clock_nets.png
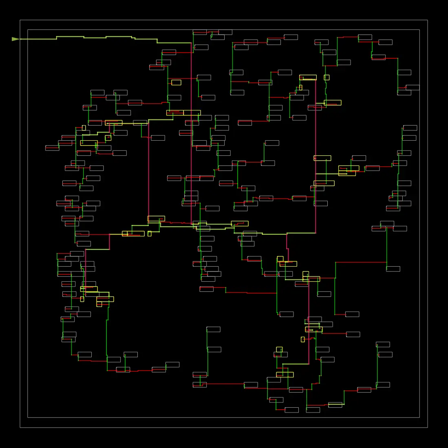
route_heat.png
22 x 22 tiles, from dark purple (low) to yellow (high), scaled to the fullest tile. Values are wire area over tile area, all layers added.
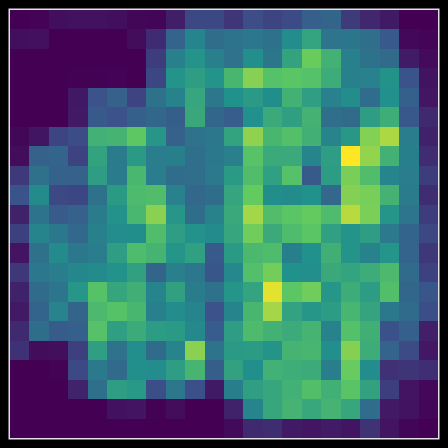
layers.png
Only two layers are drawn.
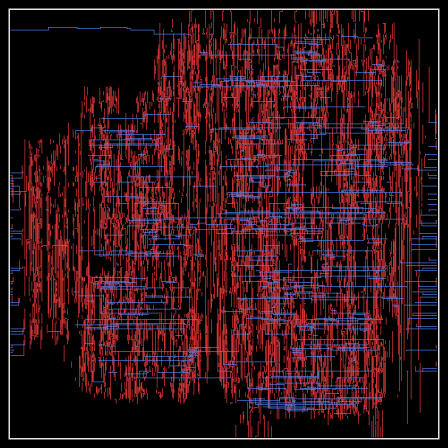
ff_map.png
Bar = 50 um. Other sequential cells in the stronger gray, the rest of the logic in the fainter gray.
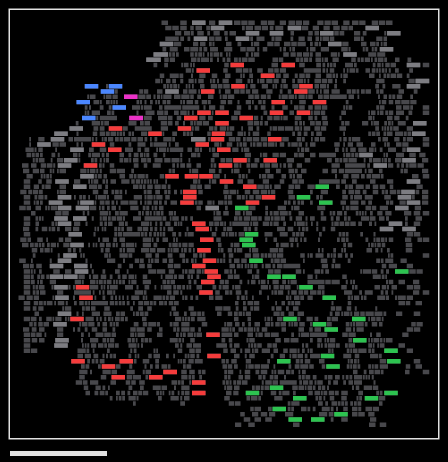
util_map.png
Bar = 50 um. 22 x 22 tiles, from dark purple (low) to yellow (high), 0 to 100% covered.
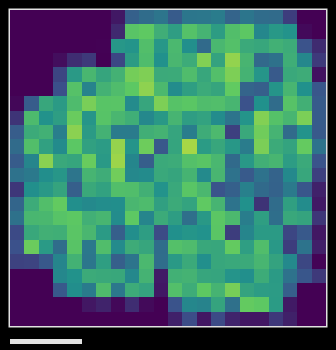
`src/rtl/md_pkg.sv`:
```
// md_pkg: shared definitions for the multiply/divide unit.
//   md_op_e  : operation codes presented on md_op
//   state_e  : control FSM states
//   is_signed/is_mul/is_div/is_acc : opcode decode helpers
package md_pkg;

   typedef enum logic [2:0] {
      OP_MULT  = 3'b000,
      OP_MULTU = 3'b001,
      OP_DIV   = 3'b010,
      OP_DIVU  = 3'b011,
      OP_MTHI  = 3'b100,
      OP_MTLO  = 3'b101,
      OP_MADD  = 3'b110,
      OP_MADDU = 3'b111
   } md_op_e;

   typedef enum logic [1:0] {
      ST_IDLE = 2'd0,
      ST_MUL  = 2'd1,
      ST_DIV  = 2'd2,
      ST_FIX  = 2'd3
   } state_e;

   function automatic logic is_signed(input md_op_e op);
      return op inside {OP_MULT, OP_DIV, OP_MADD};
   endfunction

   function automatic logic is_mul(input md_op_e op);
      return op inside {OP_MULT, OP_MULTU, OP_MADD, OP_MADDU};
   endfunction

   function automatic logic is_div(input md_op_e op);
      return op inside {OP_DIV, OP_DIVU};
   endfunction

   function automatic logic is_acc(input md_op_e op);
      return op inside {OP_MADD, OP_MADDU};
   endfunction

endpackage

```
`src/rtl/md_iter_core.sv`:
```
// md_iter_core: one-bit-per-cycle unsigned shift-add multiplier and
// restoring divider sharing a 2*WIDTH accumulator.
//   clk, reset : clock, synchronous active-low reset
//   load       : capture op_a into acc low half, op_b as multiplicand/divisor
//   step       : perform one iteration (mode=1 multiply, mode=0 divide)
//   res        : {high, low} = {product hi, product lo} or {remainder, quotient}
//   last       : the current step is the final (WIDTH-th) iteration
module md_iter_core #(
   parameter int WIDTH = 32
) (
   input  logic               clk,
   input  logic               reset,
   input  logic               load,
   input  logic               step,
   input  logic               mode,
   input  logic [WIDTH-1:0]   op_a,
   input  logic [WIDTH-1:0]   op_b,
   output logic [2*WIDTH-1:0] res,
   output logic               last
);

   localparam int CW = $clog2(WIDTH) + 1;

   logic [WIDTH-1:0]   b_q;
   logic [2*WIDTH-1:0] acc_q, acc_nxt;
   logic [CW-1:0]      cnt_q;
   logic [WIDTH:0]     psum, rem_sh, rem_new;
   logic               dge;

   always_comb begin
      // multiply: add multiplicand into the high half when the low bit is set, then shift right
      psum    = {1'b0, acc_q[2*WIDTH-1:WIDTH]} + (acc_q[0] ? {1'b0, b_q} : '0);
      // divide: shift the next dividend bit into the partial remainder, subtract if it fits
      rem_sh  = acc_q[2*WIDTH-1:WIDTH-1];
      dge     = rem_sh >= {1'b0, b_q};
      rem_new = dge ? rem_sh - {1'b0, b_q} : rem_sh;
      if (mode) acc_nxt = {psum, acc_q[WIDTH-1:1]};
      else      acc_nxt = {rem_new[WIDTH-1:0], acc_q[WIDTH-2:0], dge};
   end

   always_ff @(posedge clk) begin
      if (!reset) begin
         acc_q <= '0;
         b_q   <= '0;
         cnt_q <= '0;
      end else if (load) begin
         acc_q <= {{WIDTH{1'b0}}, op_a};
         b_q   <= op_b;
         cnt_q <= '0;
      end else if (step) begin
         acc_q <= acc_nxt;
         cnt_q <= cnt_q + 1'b1;
      end
   end

   assign res  = acc_q;
   assign last = (cnt_q == CW'(WIDTH - 1));

endmodule

```
`src/rtl/md_unit.sv`:
```
// md_unit: iterative multiply/divide unit with HI/LO registers.
//   clk, reset : clock, synchronous active-low reset
//   start      : request, sampled only while idle; md_op selects the operation
//   A1, A2     : multiplicand/dividend/move data, multiplier/divisor
//   flush      : abort in-flight op, suppress a same-cycle start
//   busy       : operation in flight; done: 1-cycle pulse when HI/LO are updated
//   HI, LO     : high product / remainder, low product / quotient
import md_pkg::*;

module md_unit #(
   parameter int WIDTH = 32,
   parameter int OP_W  = 3
) (
   input  logic             clk,
   input  logic             reset,
   input  logic             start,
   input  logic [OP_W-1:0]  md_op,
   input  logic [WIDTH-1:0] A1,
   input  logic [WIDTH-1:0] A2,
   input  logic             flush,
   output logic             busy,
   output logic             done,
   output logic [WIDTH-1:0] HI,
   output logic [WIDTH-1:0] LO
);

   state_e             state, state_nxt;
   md_op_e             op;
   logic               accept, core_load, core_step, core_mode, core_last;
   logic               fix_wr, mt_wr;
   logic               sgn_p, sgn_r, acc_op, div_op, div0;
   logic [WIDTH-1:0]   mag_a, mag_b, quo, rem;
   logic [2*WIDTH-1:0] core_res, prod, fix_val;

   assign op     = md_op_e'(md_op[2:0]);
   assign accept = start && !flush;
   // signed ops iterate on magnitudes; MIN maps to itself, which is its correct unsigned magnitude
   assign mag_a  = (is_signed(op) && A1[WIDTH-1]) ? -A1 : A1;
   assign mag_b  = (is_signed(op) && A2[WIDTH-1]) ? -A2 : A2;

   md_iter_core #(.WIDTH(WIDTH)) u_core (
      .clk   (clk),
      .reset (reset),
      .load  (core_load),
      .step  (core_step),
      .mode  (core_mode),
      .op_a  (mag_a),
      .op_b  (mag_b),
      .res   (core_res),
      .last  (core_last)
   );

   always_ff @(posedge clk) begin
      if (!reset) state <= ST_IDLE;
      else        state <= state_nxt;
   end

   always_comb begin
      state_nxt = state;
      if (flush) begin
         state_nxt = ST_IDLE;
      end else begin
         case (state)
            ST_IDLE: if (start) begin
               if (is_mul(op))      state_nxt = ST_MUL;
               else if (is_div(op)) state_nxt = ST_DIV;
            end
            ST_MUL, ST_DIV: if (core_last) state_nxt = ST_FIX;
            default: state_nxt = ST_IDLE;
         endcase
      end
   end

   always_comb begin
      busy      = (state != ST_IDLE);
      core_load = (state == ST_IDLE) && accept && (is_mul(op) || is_div(op));
      mt_wr     = (state == ST_IDLE) && accept && (op == OP_MTHI || op == OP_MTLO);
      core_step = (state == ST_MUL || state == ST_DIV) && !flush;
      core_mode = (state == ST_MUL);
      fix_wr    = (state == ST_FIX) && !flush;
   end

   always_comb begin
      prod = sgn_p ? -core_res : core_res;
      quo  = sgn_p ? -core_res[WIDTH-1:0] : core_res[WIDTH-1:0];
      rem  = sgn_r ? -core_res[2*WIDTH-1:WIDTH] : core_res[2*WIDTH-1:WIDTH];
      // a zero divisor leaves the remainder equal to the dividend but the quotient must read all-ones
      if (div0) quo = '1;
      if (div_op)      fix_val = {rem, quo};
      else if (acc_op) fix_val = {HI, LO} + prod;
      else             fix_val = prod;
   end

   always_ff @(posedge clk) begin
      if (!reset) begin
         HI     <= '0;
         LO     <= '0;
         done   <= 1'b0;
         sgn_p  <= 1'b0;
         sgn_r  <= 1'b0;
         acc_op <= 1'b0;
         div_op <= 1'b0;
         div0   <= 1'b0;
      end else begin
         done <= fix_wr;
         if (core_load) begin
            sgn_p  <= is_signed(op) && (A1[WIDTH-1] ^ A2[WIDTH-1]);
            sgn_r  <= is_signed(op) && A1[WIDTH-1];
            acc_op <= is_acc(op);
            div_op <= is_div(op);
            div0   <= (A2 == '0);
         end
         if (mt_wr) begin
            if (op == OP_MTHI) HI <= A1;
            else               LO <= A1;
         end
         if (fix_wr) {HI, LO} <= fix_val;
      end
   end

endmodule
```
`config.mk`:
```
export PLATFORM = sky130hd
export DESIGN_NAME = md_unit
export DESIGN_NICKNAME = d
export VERILOG_FILES = /design/src/rtl/md_pkg.sv /design/src/rtl/md_iter_core.sv /design/src/rtl/md_unit.sv
export SDC_FILE = /design/constraint.sdc
export NUM_CORES = 1
export LEC_CHECK = 0
export CORE_MARGIN = 4
export CORE_UTILIZATION = 43
export DETAILED_ROUTE_END_ITERATION = 10
export PLACE_DENSITY = 0.68
export SLEW_MARGIN = 20
export SYNTH_ARGS = -nofsm -noshare
export SYNTH_HDL_FRONTEND = slang
export SYNTH_SLANG_ARGS = --single-unit
```
`constraint.sdc`:
```
create_clock -name clk -period 5.36 [get_ports clk]
set_input_delay 1.34 -clock clk [delete_from_list [all_inputs] [get_ports clk]]
set_output_delay 1.34 -clock clk [all_outputs]
set_load 0.02 [all_outputs]
```
==> out/qor.csv <==
stage;metric;value;unit
timing;fin_hold_ws;0.484;ns
setup_path;path_cells;or4_1 > nor3_1 > buf_4 > nand2_1 > nand2_1 > xor2_1 > inv_1 > ha_1 > a21oi_1 > o21ai_0 > a311oi_1 > a211oi_1 > o211ai_1 > a21oi_1 > a31o_2 > a21boi_0 > mux2i_1 > o22ai_1;
setup_path;crit_path_end;HI[24];
setup_path;r2r-start;u_core.res[3];
setup_path;worst-setup-path-type;reg2reg;
synthesis;xor_area_frac;0.111;
timing;slew_violations;0;
synthesis;top_cells_by_count;nand2_1, o21ai_0, a21oi_1, nor2_1, dfxtp_1;
synthesis;top_cell;nand2_1;
worst_hold_path;whs_path_depth;2;
setup_path;worst_ep_required_time;5.71;ns
setup_path;slowest_stage;or4_1;
global_route;grt_overflow;0;
timing;setup_violations;0;
floorplan;dieArea;0.0484;mm^2
pwr;switching_share;0.390;
pwr;powerDensity;204;mW/mm^2
worst_hold_path;worstHoldPathType;reg2reg;
status;status;complete, no violations;
synthesis;avgSynthCellArea;7.37;um^2
clock_network;clockBufferDepth;2;
finish;mi_logic_area;0.0150;mm^2
job;cap_violations;0;
finish;lay_top_cells;nand2_1, o21ai_0, a21oi_1;
pwr;p_int;2.74;mW
synthesis;synth-edff-count;0;
finish;logic_gates;2205;
clock_network;cts.sinks;174;
global_route;first_global_vias;19200;
timing;finalClockSkew;0.0179;ns
global_route;top_usage_layer;met2;
finish;final_cell_area;0.0220;mm^2
timing;fmax;0.197;GHz
synthesis;synth_nets;2850;
finish;finalNetCount;2913;
routing;antenna_left;0;
routing;highest_layer;met5;
synthesis;yosys_warnings;0;
job;warning_count;43;
synthesis;flop_cell;dfxtp_1;
routing;drt-vias-per-instance;6.25;
timing;fin_crit_sh;0.949;
setup_path;endpoint_kind;register;
pwr;pwr-share-comb;0.383;
-- clock_nets.png (at the start) --
cts bufs inserted: 17
worst skew pair latency: 0.48 ns
P_clk: 1.32 mW

-- route_heat.png (at the start) --
12% of the tiles are nearly empty. The fullest tile reaches 0.67. The emptiest ninth of the die: upper left. The mean over all tiles is 0.26. 36% of the tiles are over half the peak.
Tot GR Track Use: 0.296
final WL: 73.5 mm
via total after detailed routing: 20600

-- layers.png (at the start) --
M3: in blue, wire length 6730 um. M2: in red, wire length 31.3 mm.

-- ff_map.png (at the start) --
u_core.cnt_q: in blue, placed flops 6, where upper left. state: in magenta, placed flops 2. HI: in green, placed flops 32. u_core.res: in red, placed flops 64.
Another 70 sequential cells are not colored.
P_seq: 1.45 mW
Flop area: 0.00349 mm^2
Seq area share: 0.158

-- util_map.png (at the start) --
The mean over all tiles is 44%. 13% of the tiles are nearly empty. 6.0% of the tiles are over 75% full. The emptiest ninth of the die: upper left.
Util after Layout: 0.497
Placeable Area: 0.0443 mm^2
Init Core Util: 0.436

No activity file was given, so power comes from the tool's default toggle rates.
